<file path="config.mk">
export PLATFORM = sky130hd
export DESIGN_NAME = alu_arbiter
export DESIGN_NICKNAME = d
export VERILOG_FILES = /design/src/rtl/alu_pkg.sv /design/src/rtl/alu.sv /design/src/rtl/rr_arbiter.sv /design/src/rtl/alu_arbiter.sv
export SDC_FILE = /design/constraint.sdc
export NUM_CORES = 1
export LEC_CHECK = 0
export ABC_AREA = 0
export CORE_UTILIZATION = 40
export CTS_CLUSTER_SIZE = 10
export DETAILED_ROUTE_END_ITERATION = 10
export REMOVE_ABC_BUFFERS = 1
export SLEW_MARGIN = 5
export SYNTH_ARGS = -nofsm -noshare
export SYNTH_HDL_FRONTEND = slang
export SYNTH_SLANG_ARGS = --single-unit
</file>
<file path="constraint.sdc">
create_clock -name clk -period 7.29 [get_ports clk]
set_clock_uncertainty 0.1 [all_clocks]
set_input_delay 2.187 -clock clk [delete_from_list [all_inputs] [get_ports clk]]
set_output_delay 2.187 -clock clk [all_outputs]
set_load 0.02 [all_outputs]
</file>
<file path="src/rtl/alu_pkg.sv">
// Shared ALU definitions: funct encodings, datapath widths, operand bundle type
// and the saturating counter helper used by the arbiter statistics.
package alu_pkg;
    localparam int ALU_W   = 32;
    localparam int SHAMT_W = 5;
    localparam int FUNCT_W = 6;
    localparam int CNT_W   = 16;

    localparam logic [FUNCT_W-1:0] ADD = 6'b100000;
    localparam logic [FUNCT_W-1:0] SUB = 6'b100010;
    localparam logic [FUNCT_W-1:0] AND = 6'b100100;
    localparam logic [FUNCT_W-1:0] OR  = 6'b100101;
    localparam logic [FUNCT_W-1:0] XOR = 6'b100110;
    localparam logic [FUNCT_W-1:0] NOR = 6'b100111;
    localparam logic [FUNCT_W-1:0] SLL = 6'b000000;
    localparam logic [FUNCT_W-1:0] SRL = 6'b000010;
    localparam logic [FUNCT_W-1:0] SRA = 6'b000011;

    typedef struct packed {
        logic [ALU_W-1:0]   rs;
        logic [ALU_W-1:0]   rt;
        logic [FUNCT_W-1:0] funct;
        logic [SHAMT_W-1:0] shamt;
    } alu_req_t;

    function automatic logic [CNT_W-1:0] sat_inc(input logic [CNT_W-1:0] v);
        return (v == {CNT_W{1'b1}}) ? v : v + 1'b1;
    endfunction
endpackage

</file>
<file path="src/rtl/alu.sv">
// Combinational ALU. Shifts act on rs by shamt; unknown funct yields rd=0, zflag=1.
module alu
    import alu_pkg::*;
(
    input  logic [ALU_W-1:0]   rs,
    input  logic [ALU_W-1:0]   rt,
    input  logic [FUNCT_W-1:0] funct,
    input  logic [SHAMT_W-1:0] shamt,
    output logic [ALU_W-1:0]   rd,
    output logic               zflag
);
    always_comb begin
        rd = '0;
        case (funct)
            ADD:     rd = rs + rt;
            SUB:     rd = rs - rt;
            AND:     rd = rs & rt;
            OR:      rd = rs | rt;
            XOR:     rd = rs ^ rt;
            NOR:     rd = ~(rs | rt);
            SLL:     rd = rs << shamt;
            SRL:     rd = rs >> shamt;
            SRA:     rd = $signed(rs) >>> shamt;
            default: rd = '0;
        endcase
    end

    assign zflag = (rd == '0);
endmodule

</file>
<file path="src/rtl/rr_arbiter.sv">
// Round-robin pick: first asserted request at or above ptr, wrapping to 0.
module rr_arbiter #(
    parameter int NREQ = 2,
    parameter int IDW  = 1
) (
    input  logic [NREQ-1:0] req,
    input  logic [IDW-1:0]  ptr,
    input  logic            en,
    output logic [NREQ-1:0] gnt,
    output logic [IDW-1:0]  gnt_idx,
    output logic            gnt_vld
);
    int idx;

    always_comb begin
        gnt     = '0;
        gnt_idx = '0;
        gnt_vld = 1'b0;
        idx     = 0;
        for (int k = 0; k < NREQ; k++) begin
            idx = int'(ptr) + k;
            if (idx >= NREQ) idx = idx - NREQ;
            if (en && !gnt_vld && req[idx]) begin
                gnt_vld  = 1'b1;
                gnt_idx  = IDW'(idx);
                gnt[idx] = 1'b1;
            end
        end
    end
endmodule

</file>
<file path="src/rtl/alu_arbiter.sv">
// Shares one ALU among NREQ requesters with round-robin grant and a single registered
// response stage. Define ALU_ARB_STATS_EN to add per-requester grant_cnt counters.
module alu_arbiter
    import alu_pkg::*;
#(
    parameter int NREQ = 2,
    parameter int IDW  = 1
) (
    input  logic                    clk,
    input  logic                    rstn,
    input  logic [NREQ-1:0]         req_valid,
    output logic [NREQ-1:0]         req_ready,
    input  logic [NREQ*ALU_W-1:0]   req_rs,
    input  logic [NREQ*ALU_W-1:0]   req_rt,
    input  logic [NREQ*FUNCT_W-1:0] req_funct,
    input  logic [NREQ*SHAMT_W-1:0] req_shamt,
    output logic                    rsp_valid,
    input  logic                    rsp_ready,
    output logic [IDW-1:0]          rsp_id,
    output logic [ALU_W-1:0]        rsp_rd,
    output logic                    rsp_zflag
`ifdef ALU_ARB_STATS_EN
    ,
    output logic [NREQ*CNT_W-1:0]   grant_cnt
`endif
);
    localparam int NSLOT = 2 ** IDW;

    logic            slot_free;
    logic [IDW-1:0]  ptr;
    logic [IDW-1:0]  gnt_idx;
    logic            gnt_vld;
    alu_req_t        lane [NSLOT];
    alu_req_t        sel;
    logic [ALU_W-1:0] alu_rd;
    logic            alu_z;

    // Gating with rstn keeps req_ready low while reset is held.
    assign slot_free = rstn && (!rsp_valid || rsp_ready);

    rr_arbiter #(.NREQ(NREQ), .IDW(IDW)) u_arb (
        .req     (req_valid),
        .ptr     (ptr),
        .en      (slot_free),
        .gnt     (req_ready),
        .gnt_idx (gnt_idx),
        .gnt_vld (gnt_vld)
    );

    // Pad the lane table to a power of two so any gnt_idx value indexes in range.
    for (genvar i = 0; i < NSLOT; i++) begin : g_lane
        if (i < NREQ) begin : g_real
            assign lane[i] = '{rs:    req_rs[ALU_W*i +: ALU_W],
                               rt:    req_rt[ALU_W*i +: ALU_W],
                               funct: req_funct[FUNCT_W*i +: FUNCT_W],
                               shamt: req_shamt[SHAMT_W*i +: SHAMT_W]};
        end else begin : g_pad
            assign lane[i] = '0;
        end
    end

    assign sel = lane[gnt_idx];

    alu u_alu (
        .rs    (sel.rs),
        .rt    (sel.rt),
        .funct (sel.funct),
        .shamt (sel.shamt),
        .rd    (alu_rd),
        .zflag (alu_z)
    );

    always_ff @(posedge clk or negedge rstn) begin
        if (!rstn) begin
            rsp_valid <= 1'b0;
            rsp_id    <= '0;
            rsp_rd    <= '0;
            rsp_zflag <= 1'b0;
            ptr       <= '0;
        end else if (gnt_vld) begin
            rsp_valid <= 1'b1;
            rsp_id    <= gnt_idx;
            rsp_rd    <= alu_rd;
            rsp_zflag <= alu_z;
            ptr       <= (gnt_idx == IDW'(NREQ-1)) ? '0 : gnt_idx + 1'b1;
        end else if (rsp_ready) begin
            rsp_valid <= 1'b0;
        end
    end

`ifdef ALU_ARB_STATS_EN
    logic [NREQ-1:0][CNT_W-1:0] cnt_q;

    for (genvar i = 0; i < NREQ; i++) begin : g_cnt
        always_ff @(posedge clk or negedge rstn) begin
            if (!rstn)
                cnt_q[i] <= '0;
            else if (req_valid[i] && req_ready[i])
                cnt_q[i] <= sat_inc(cnt_q[i]);
        end
    end

    assign grant_cnt = cnt_q;
`endif
endmodule

</file>
### Cell density map

(2 px per um) The die is cut into 19 by 19 equal tiles; white is low, dark blue is high, 0 to 100% covered.
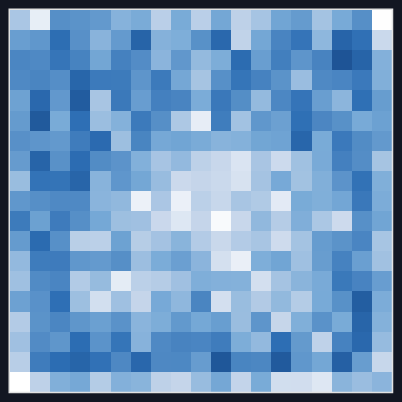
The mean over all tiles is 51%. 7.5% of the tiles are over 75% full. The emptiest ninth of the die: center. The fullest tile reaches 85%. 0.60% of the tiles are nearly empty.
final core utilization: 54.7%
Core Box Area: 34800 sq um
FP Core Util: 41.0%

### Routed clock nets over the placement

(2 px per um)
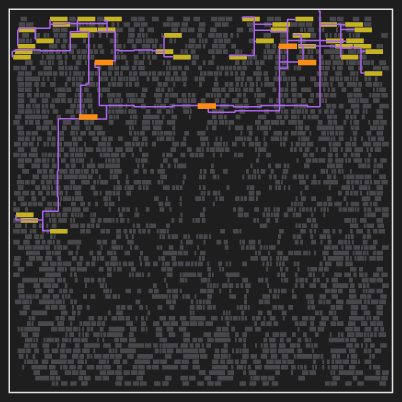
Purple is clock wires, length 885 um. Orange is clock-net drivers, count 5. Yellow is flip-flops, count 36.
Position of the flops: a band across the top. There are 6 routed clock nets.
clock group power: 0.246 mW
clk latency late pin: 0.31 ns

==> GITHUB_STEP_SUMMARY <==
## Implementation flow summary

| Metric | Value |
|---|---|
| Critical-path cell list | `clkdlybuf4s50_1 > nand2b_1 > nand3_4 > buf_4 > mux2i_2 > nand2_1 > nor4b_4 > a21oi_2 > xnor2_1 > ha_1 > a21o_1 > o21bai_1 > a211oi_2 > buf_4 > nor2b_1 > or4_4 > buf_4 > a21oi_2 > mux2i_1 > and4_1 > and3_1 > and4_1 > nand2_1 > nand2_1` |
| Largest net degree at the start of global routing | `65` |
| FF+latch area | `901 sq um` |
| Post-route setup slack | `0.198 ns` |
| Yosys Instances | `1947` |
| Final Instance Area | `19000 sq um` |
| Comb pwr | `1.74 mW` |
| Buffers and inverters on the worst path | `4` |
| Signal buf overhead | `23.5%` |
| Top-Level Pins | `192` |
| DR iter-0 viols | `2546` |
| Top class by area | `logic gates` |
| Hold Crit Endpoint | `rsp_rd[9]` |
| Fin cells | `2793` |
| Max FFs per register | `32` |
| Sequential cell area share | `4.73%` |
| TritonRoute pass-1 iters | `7` |
| Status | `completed` |
| DIE AREA | `36400 sq um` |
| Final period util | `97.3%` |
| Fin Setup TNS | `0 ns` |
| Max Clock Freq | `141 MHz` |
| CP Capture Type | `flip-flop` |
| Post-Syn Area | `14300 sq um` |
| ClkCell Share | `0.802%` |
| Largest register by flop count | `rsp_rd` |
| Cell family with most CP delay | `simple AND/OR/NAND/NOR gates` |
### Clock wiring as the flow saved it

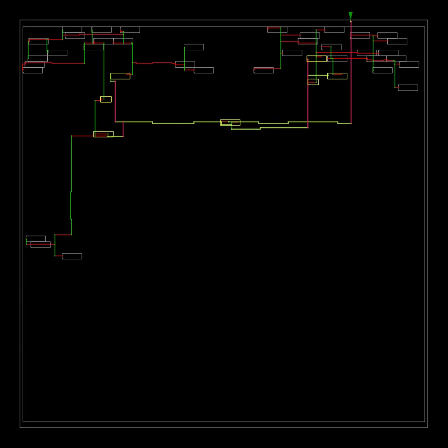
# clk buffers: 7
clk sinks: 36
total CTS buffers: 5

[Yosys cell counts (all sizes together), types with 7 or more instances]
master  instances
a21o            7
nor2          186
or3            13
o311ai          8
nand2b         19
o21a           12
nor3b           8
o211ai         28
a211oi         36
and3           22
nand2         200
ha             95
buf            84
mux4           40
a22oi          16
nor2b          11
mux2           84
o21ai         111
a221oi         10
inv            86
a21oi         133
o31ai          14
o22ai          37
nor3           39
nand3b          8
nand3          61
and2           11
xnor2          47
nor4           25
mux2i         209
nand4          22
a31oi          26
a211o           9
dfrtp          36
clkbuf         58
o221ai         21
[metal layers]
metal  share of wire (%)  vias to the layer above  track usage (%)  routed length, um
met4                 6.1                        4             21.0               4750
met5               0.035                        -                0                 27
li1                    -                     8145                -                  -
met1                  41                     8800             55.7              31700
met3                  11                      210             8.13               8310
met2                  43                     1169             64.1              33200
No activity file was given, so power comes from the tool's default toggle rates.
